[config.mk]
export PLATFORM = sky130hd
export DESIGN_NAME = ram_dump_reader
export DESIGN_NICKNAME = d
export VERILOG_FILES = /design/src/rtl/ram_dump_pkg.sv /design/src/rtl/word_serializer.sv /design/src/rtl/ram_dump_reader.sv
export SDC_FILE = /design/constraint.sdc
export NUM_CORES = 1
export LEC_CHECK = 0
export CORE_UTILIZATION = 45
export CTS_CLUSTER_DIAMETER = 100
export DETAILED_ROUTE_END_ITERATION = 16
export GPL_ROUTABILITY_DRIVEN = 0
export HOLD_SLACK_MARGIN = 0.06
export PLACE_DENSITY = 0.76
export REMOVE_ABC_BUFFERS = 1
export SYNTH_ARGS = -nofsm -noshare
export SYNTH_HDL_FRONTEND = slang
export SYNTH_SLANG_ARGS = --single-unit
[constraint.sdc]
create_clock -name clk -period 1.7 [get_ports clk]
set_input_delay 0.34 -clock clk [delete_from_list [all_inputs] [get_ports clk]]
set_output_delay 0.34 -clock clk [all_outputs]
set_load 0.03 [all_outputs]
[src/rtl/ram_dump_pkg.sv]
// Shared constants and FSM state encoding for the RAM dump reader.
// Every frame starts with HEADER_BYTE.
package ram_dump_pkg;

    localparam logic [7:0] HEADER_BYTE = 8'hAA;

    typedef enum logic [2:0] {
        IDLE,
        HEADER,
        FETCH,
        LOAD,
        SEND,
        DONE
    } state_t;

endpackage

[src/rtl/word_serializer.sv]
// Splits one SIZE-bit word into little-endian bytes for the serial transmitter.
// Owns the tx strobe and the guard cycle that follows every strobe.
module word_serializer
    import ram_dump_pkg::*;
#(
    parameter int SIZE = 64
) (
    input  logic            clk,
    input  logic            rst,
    input  logic            load,
    input  logic [SIZE-1:0] load_data,
    input  logic            header_req,
    input  logic            send_en,
    input  logic            tx_busy,
    output logic [7:0]      tx_data,
    output logic            new_tx_data,
    output logic            header_sent,
    output logic            word_done
);

    localparam int BYTES = SIZE / 8;
    localparam int BW    = $clog2(BYTES + 1);

    logic [SIZE-1:0] shift_reg;
    logic [SIZE-1:0] shift_next;
    logic [BW-1:0]   bytes_left_reg;
    logic [7:0]      tx_data_reg;
    logic            strobe_reg;
    logic            can_strobe;
    logic            byte_fire;

    // Byte lanes move down by one; the top lane refills with zero.
    genvar gi;
    generate
        for (gi = 0; gi < BYTES; gi++) begin : g_lane
            if (gi == BYTES - 1) begin : g_top
                assign shift_next[gi*8 +: 8] = 8'h00;
            end else begin : g_mid
                assign shift_next[gi*8 +: 8] = shift_reg[(gi+1)*8 +: 8];
            end
        end
    endgenerate

    // The strobe register doubles as the guard: the transmitter raises
    // tx_busy one cycle late, so the cycle after a strobe is always skipped.
    assign can_strobe  = !tx_busy && !strobe_reg;
    assign header_sent = header_req && can_strobe;
    assign byte_fire   = send_en && (bytes_left_reg != '0) && can_strobe;
    assign word_done   = send_en && (bytes_left_reg == '0);

    always_ff @(posedge clk) begin
        if (rst) begin
            shift_reg      <= '0;
            bytes_left_reg <= '0;
            tx_data_reg    <= '0;
            strobe_reg     <= 1'b0;
        end else begin
            strobe_reg <= header_sent || byte_fire;
            if (load) begin
                shift_reg      <= load_data;
                bytes_left_reg <= BW'(BYTES);
            end else if (byte_fire) begin
                shift_reg      <= shift_next;
                bytes_left_reg <= bytes_left_reg - BW'(1);
            end
            if (header_sent) begin
                tx_data_reg <= HEADER_BYTE;
            end else if (byte_fire) begin
                tx_data_reg <= shift_reg[7:0];
            end
        end
    end

    assign tx_data     = tx_data_reg;
    assign new_tx_data = strobe_reg;

endmodule

[src/rtl/ram_dump_reader.sv]
// Walks a window of the count RAM and streams it as one header-prefixed frame
// of little-endian bytes to the serial transmitter.
module ram_dump_reader
    import ram_dump_pkg::*;
#(
    parameter int SIZE  = 64,
    parameter int DEPTH = 64
) (
    input  logic                     clk,
    input  logic                     rst,
    input  logic                     start,
    input  logic [$clog2(DEPTH)-1:0] start_addr,
    input  logic [$clog2(DEPTH):0]   count,
    output logic [$clog2(DEPTH)-1:0] raddr,
    input  logic [SIZE-1:0]          read_data,
    output logic [7:0]               tx_data,
    output logic                     new_tx_data,
    input  logic                     tx_busy,
    output logic                     busy,
    output logic                     done
);

    localparam int AW = $clog2(DEPTH);
    localparam int CW = AW + 1;

    state_t          state_reg;
    state_t          state_next;
    logic [AW-1:0]   addr_reg;
    logic [AW-1:0]   addr_next;
    logic [AW-1:0]   addr_inc;
    logic [CW-1:0]   words_reg;
    logic [CW-1:0]   words_next;
    logic [CW-1:0]   count_clamped;
    logic            busy_reg;
    logic            done_reg;

    logic            ser_load;
    logic            header_req;
    logic            send_en;
    logic            header_sent;
    logic            word_done;

    assign count_clamped = (count > CW'(DEPTH)) ? CW'(DEPTH) : count;
    assign addr_inc      = (addr_reg == AW'(DEPTH - 1)) ? '0 : addr_reg + AW'(1);

    always_comb begin
        state_next = state_reg;
        addr_next  = addr_reg;
        words_next = words_reg;
        ser_load   = 1'b0;
        header_req = 1'b0;
        send_en    = 1'b0;
        case (state_reg)
            IDLE: begin
                if (start) begin
                    addr_next  = start_addr;
                    words_next = count_clamped;
                    state_next = (count == '0) ? DONE : HEADER;
                end
            end
            HEADER: begin
                header_req = 1'b1;
                if (header_sent) begin
                    state_next = FETCH;
                end
            end
            FETCH: begin
                state_next = LOAD;
            end
            LOAD: begin
                ser_load   = 1'b1;
                state_next = SEND;
            end
            SEND: begin
                send_en = 1'b1;
                if (word_done) begin
                    if (words_reg > CW'(1)) begin
                        addr_next  = addr_inc;
                        words_next = words_reg - CW'(1);
                        state_next = FETCH;
                    end else begin
                        state_next = DONE;
                    end
                end
            end
            DONE: begin
                state_next = IDLE;
            end
            default: begin
                state_next = IDLE;
            end
        endcase
    end

    // busy/done are registered from the next state so busy drops exactly
    // when the done pulse appears.
    always_ff @(posedge clk) begin
        if (rst) begin
            state_reg <= IDLE;
            addr_reg  <= '0;
            words_reg <= '0;
            busy_reg  <= 1'b0;
            done_reg  <= 1'b0;
        end else begin
            state_reg <= state_next;
            addr_reg  <= addr_next;
            words_reg <= words_next;
            busy_reg  <= (state_next == HEADER) || (state_next == FETCH) ||
                         (state_next == LOAD)   || (state_next == SEND);
            done_reg  <= (state_next == DONE);
        end
    end

    word_serializer #(
        .SIZE(SIZE)
    ) u_serializer (
        .clk         (clk),
        .rst         (rst),
        .load        (ser_load),
        .load_data   (read_data),
        .header_req  (header_req),
        .send_en     (send_en),
        .tx_busy     (tx_busy),
        .tx_data     (tx_data),
        .new_tx_data (new_tx_data),
        .header_sent (header_sent),
        .word_done   (word_done)
    );

    assign raddr = addr_reg;
    assign busy  = busy_reg;
    assign done  = done_reg;

endmodule

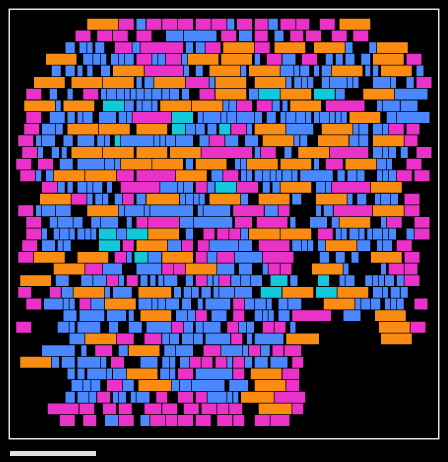
**Above:** run 1 (cells colored by class).
Scale bar: 20 um.
color	class	cells	share of their area
blue	all other logic	418	41%
cyan	clock drivers and dummy loads	16	2.7%
orange	flip-flops	95	28%
magenta	other buffers and delay cells	174	28%

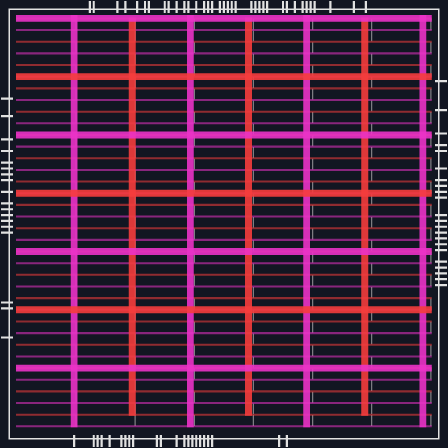
**Above:** run 1 (power grid).
Pins as bars on the die edge. Tap cells in gray.
color	net
red	VDD
magenta	VSS
signal pins	98
met5 straps	7
Die Height: 99.9 um
Placeable Area: 9240 um^2
Die X: 99.9 um
VDD IR max: 566 uV

==> run summary, run 1 <==
flow finished, numbers: clock root buffer=clkbuf_8, drt drc=0, cell area after placement=roughly 5600 um^2, r2r setup slk=-0.16 ns, Mapped Avg Cell Area=about 7.7 um^2, status=finished, violations left, Tot GR Track Use=a little under a quarter, Tool Warnings=29, Placed Cells=~780, Int Power=around 3.3 mW, Setup-failing EPs final=about 64, cycle use final=109%, met3 wire length=~1.1 mm, Longest Clk Path Bufs=2, Yosys Instances=around 560, Slew headroom=70.1%, cell taking the most area after synthesis=dfxtp_1, post-DP HPWL=roughly 7.6 mm, number of max-cap violations=0, area delta synth->final=59.3%, count leader, synth=nand2_1, mapped cell area=roughly 4300 um^2, CTS HTree Levels=3, CTS tree=done, final worst setup slack=-0.157 ns, Commonest cells post-synth=nand2_1, dfxtp_1, a31oi_1, worst hold path depth=2, failing checks=setup timing
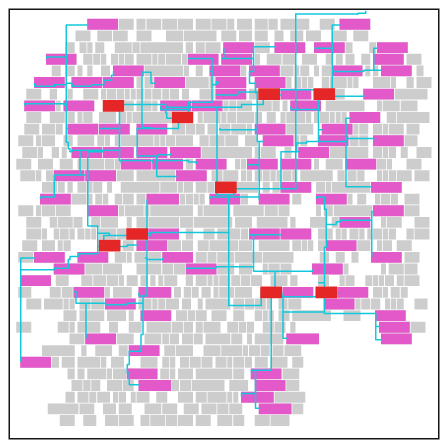
**Above:** run 1 (clock distribution).
[cyan] clock wires | length: 1,080 um
[magenta] flip-flops | count: 95
[red] cells driving clock nets | count: 9
routed clock nets	10

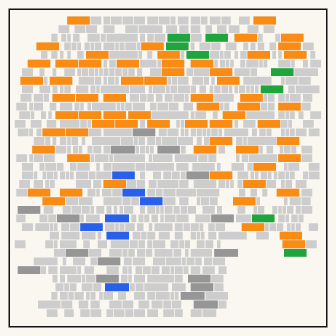
**Above:** run 1 (sequential cells grouped by signal name).
Other sequential cells in the stronger gray, the rest of the logic in the fainter gray.
color	name in the netlist	flops
orange	`u_serializer.shift_reg`	64
green	`u_serializer.tx_data`	8
blue	`words_reg`	7

[run 1: per-layer routing]
layer	global-route usage, %	vias to the layer above
li1	-	2288
met1	28.6	2392
met2	41.8	278
met3	5.50	73
met4	9.39	0
met5	0	-
[run 1: critical path, cell delays in order (launching register included)]
cell      delay, ns
dfxtp_2        0.34
or4_4          0.57
or4_4          0.50
a31oi_1        0.22
a311oi_1       0.09
[run 1: worst max path at each step]
| stage | startpoint | slack [ns] | to | cells after the start |
|---|---|---|---|---|
| after floorplan | state_reg[1] | -1.56 | busy | 4 |
| after global placement | start | -0.41 | words_reg[6] | 6 |
| after detailed placement | start | -0.53 | words_reg[0] | 5 |
| after CTS | words_reg[2] | -0.1 | words_reg[0] | 5 |
| after global routing | u_serializer.bytes_left_reg[0] | -0.23 | u_serializer.shift_reg[30] | 8 |
| final | words_reg[2] | -0.16 | words_reg[0] | 4 |
[run 1: cell type report]
class                      instances  area [um^2]
clock buffer                      10          128
clock inverter                     6         55.1
fill                             624         2370
inverter                           8         30.0
multi-input combinational        410         2700
sequential                        95         1910
tap                              129          161
timing repair buffer             174         1880
[run 1: power groups by stage]
stage / Sequential, mW / Combinational (mW) / Clock, mW
after global placement: 2.42 / 0.729 / 0
final: 2.39 / 0.900 / 1.42
after detailed placement: 2.42 / 0.746 / 0
after CTS: 2.37 / 0.761 / 1.42
after floorplan: 2.47 / 0.286 / 0
after global routing: 2.40 / 0.954 / 1.53
[run 1: timing repair]
item | 4_1_cts | 5_1_grt
resized | 40 | 112
cloned | 2 | 16
pin swaps | 11 | 74
setup endpoints to repair | 100 | 91
hold buffers | 0 | 0
setup buffers | 4 | 16
**Run 1: track usage over the die**

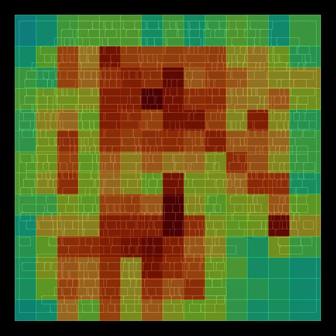

--- run 2 (diff from run 1) ---
- CORE_ASPECT_RATIO: default -> 1.2
- PLACE_DENSITY: 0.76 -> 0.77
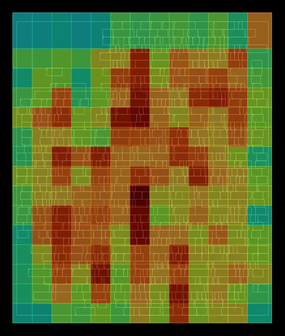
**Above:** run 2 (track usage over the die).
met1 Usage GRT: 30.3%
busiest layer in global routing: met2

==> run 2 against run 1 <==
Effect of this change: the flow still finishes with violations (setup timing); clock-buffer cell count is 1 higher; worst hold slack worse by 0.0093 ns; first-iteration DRC count is 11% lower; setup slack better by 0.082 ns; register-to-register slack better by 0.08 ns; synthesized cell count stayed put; sequential share of layout area is 1.1 points higher; clock power hardly changed; core utilization is 2.2 points lower; final cell count is 1.9% lower.
==> run summary, run 2 <==
flow finished, numbers: Hold-fix buffers, CTS=0 (unchanged), M2 GR Usage=44.4% (+2.6 points), CTS tree=done, Commonest cells post-synth=nand2_1, dfxtp_1, a31oi_1, post_cts resized=45 (+13%), mapped cell area=4310 um^2 (unchanged), CTS HTree Levels=3 (unchanged), Placeable Area=9180 um^2 (-0.69%), Placed Cells=780 (+0.26%), drt drc=0 (unchanged), Worst path slowest cell=or3b_4, status=finished, violations left, failing checks=setup timing, post-DP HPWL=7.86 mm (+3.5%), final worst setup slack=-0.0750 ns (+0.0824 ns), met3 wire length=959 um (-13%), Setup-failing EPs final=49 (-23%), area delta synth->final=53.5%, Top Family by Delay on Critical Path=AND-OR/OR-AND gates, clock root buffer=clkbuf_8
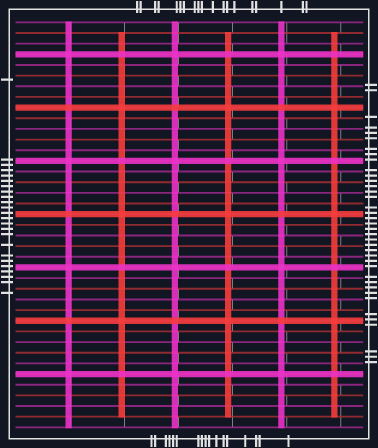
**Above:** run 2 (power grid).
Pins as bars on the die edge. Tap cells in gray.
color	net
red	VDD
magenta	VSS
rows	38
signal pins	98
tap cells	120

==> run 2: cell types whose count changed in the layout (fill, tap and decap cells not counted), sizes merged <==
cell / change
a21oi: -1
buf: +2
bufbuf: -1
bufinv: +1
clkbuf: -3
clkinv: -1
clkinvlp: -2
dlygate4sd2: +1
dlymetal6s2s: -1
inv: -2
==> run 2: final cells by class <==
cell class                 instances  area [um^2]  area share, %
inverter                           8         30.0          0.454
clock buffer                      11          131           1.99
clock inverter                     2         35.0          0.529
multi-input combinational        409         2530           38.2
sequential                        95         1910           28.9
timing repair buffer             171         1830           27.7
tap                              120          150           2.27
==> run 2: path summary, 6_finish.rpt <==
check                                                     from  depth (start not counted)  slack (ns)                 endpoint
worst max-delay path            u_serializer.bytes_left_reg[0]                          8       -0.07             words_reg[0]
worst max register to register  u_serializer.bytes_left_reg[0]                          8       -0.07             words_reg[0]
worst min-delay path                   u_serializer.tx_data[4]                          2        0.45  u_serializer.tx_data[4]
worst min register to register         u_serializer.tx_data[4]                          2        0.45  u_serializer.tx_data[4]
==> run 2: worst min-delay path, delay by kind of cell (launching register included) <==
family	cells	cell delay (ns)
AND-OR/OR-AND	1	0.05
AND/OR/NAND/NOR	1	0.05
flip-flops	1	0.31
==> run 2: power breakdown <==
part	internal [mW]	switching, mW	leakage, nW	total (mW)
Sequential	2.31	0.0727	0.772	2.38
Combinational	0.437	0.415	1.52	0.852
Clock	0.656	0.750	0.0851	1.41
Total	3.41	1.24	2.38	4.64
==> run 2: kinds of logic (layout without fill, tap and decap cells) <==
logic type	after synthesis	count (layout)	synth area share [%]
simple gates	218	219	22.8
compound gates	184	184	26.1
flops	95	95	44.1
buf+inv	55	192	5.43
fa+ha+maj	4	4	1.16
xor+xnor	2	2	0.406
No activity file was given, so power comes from the tool's default toggle rates.
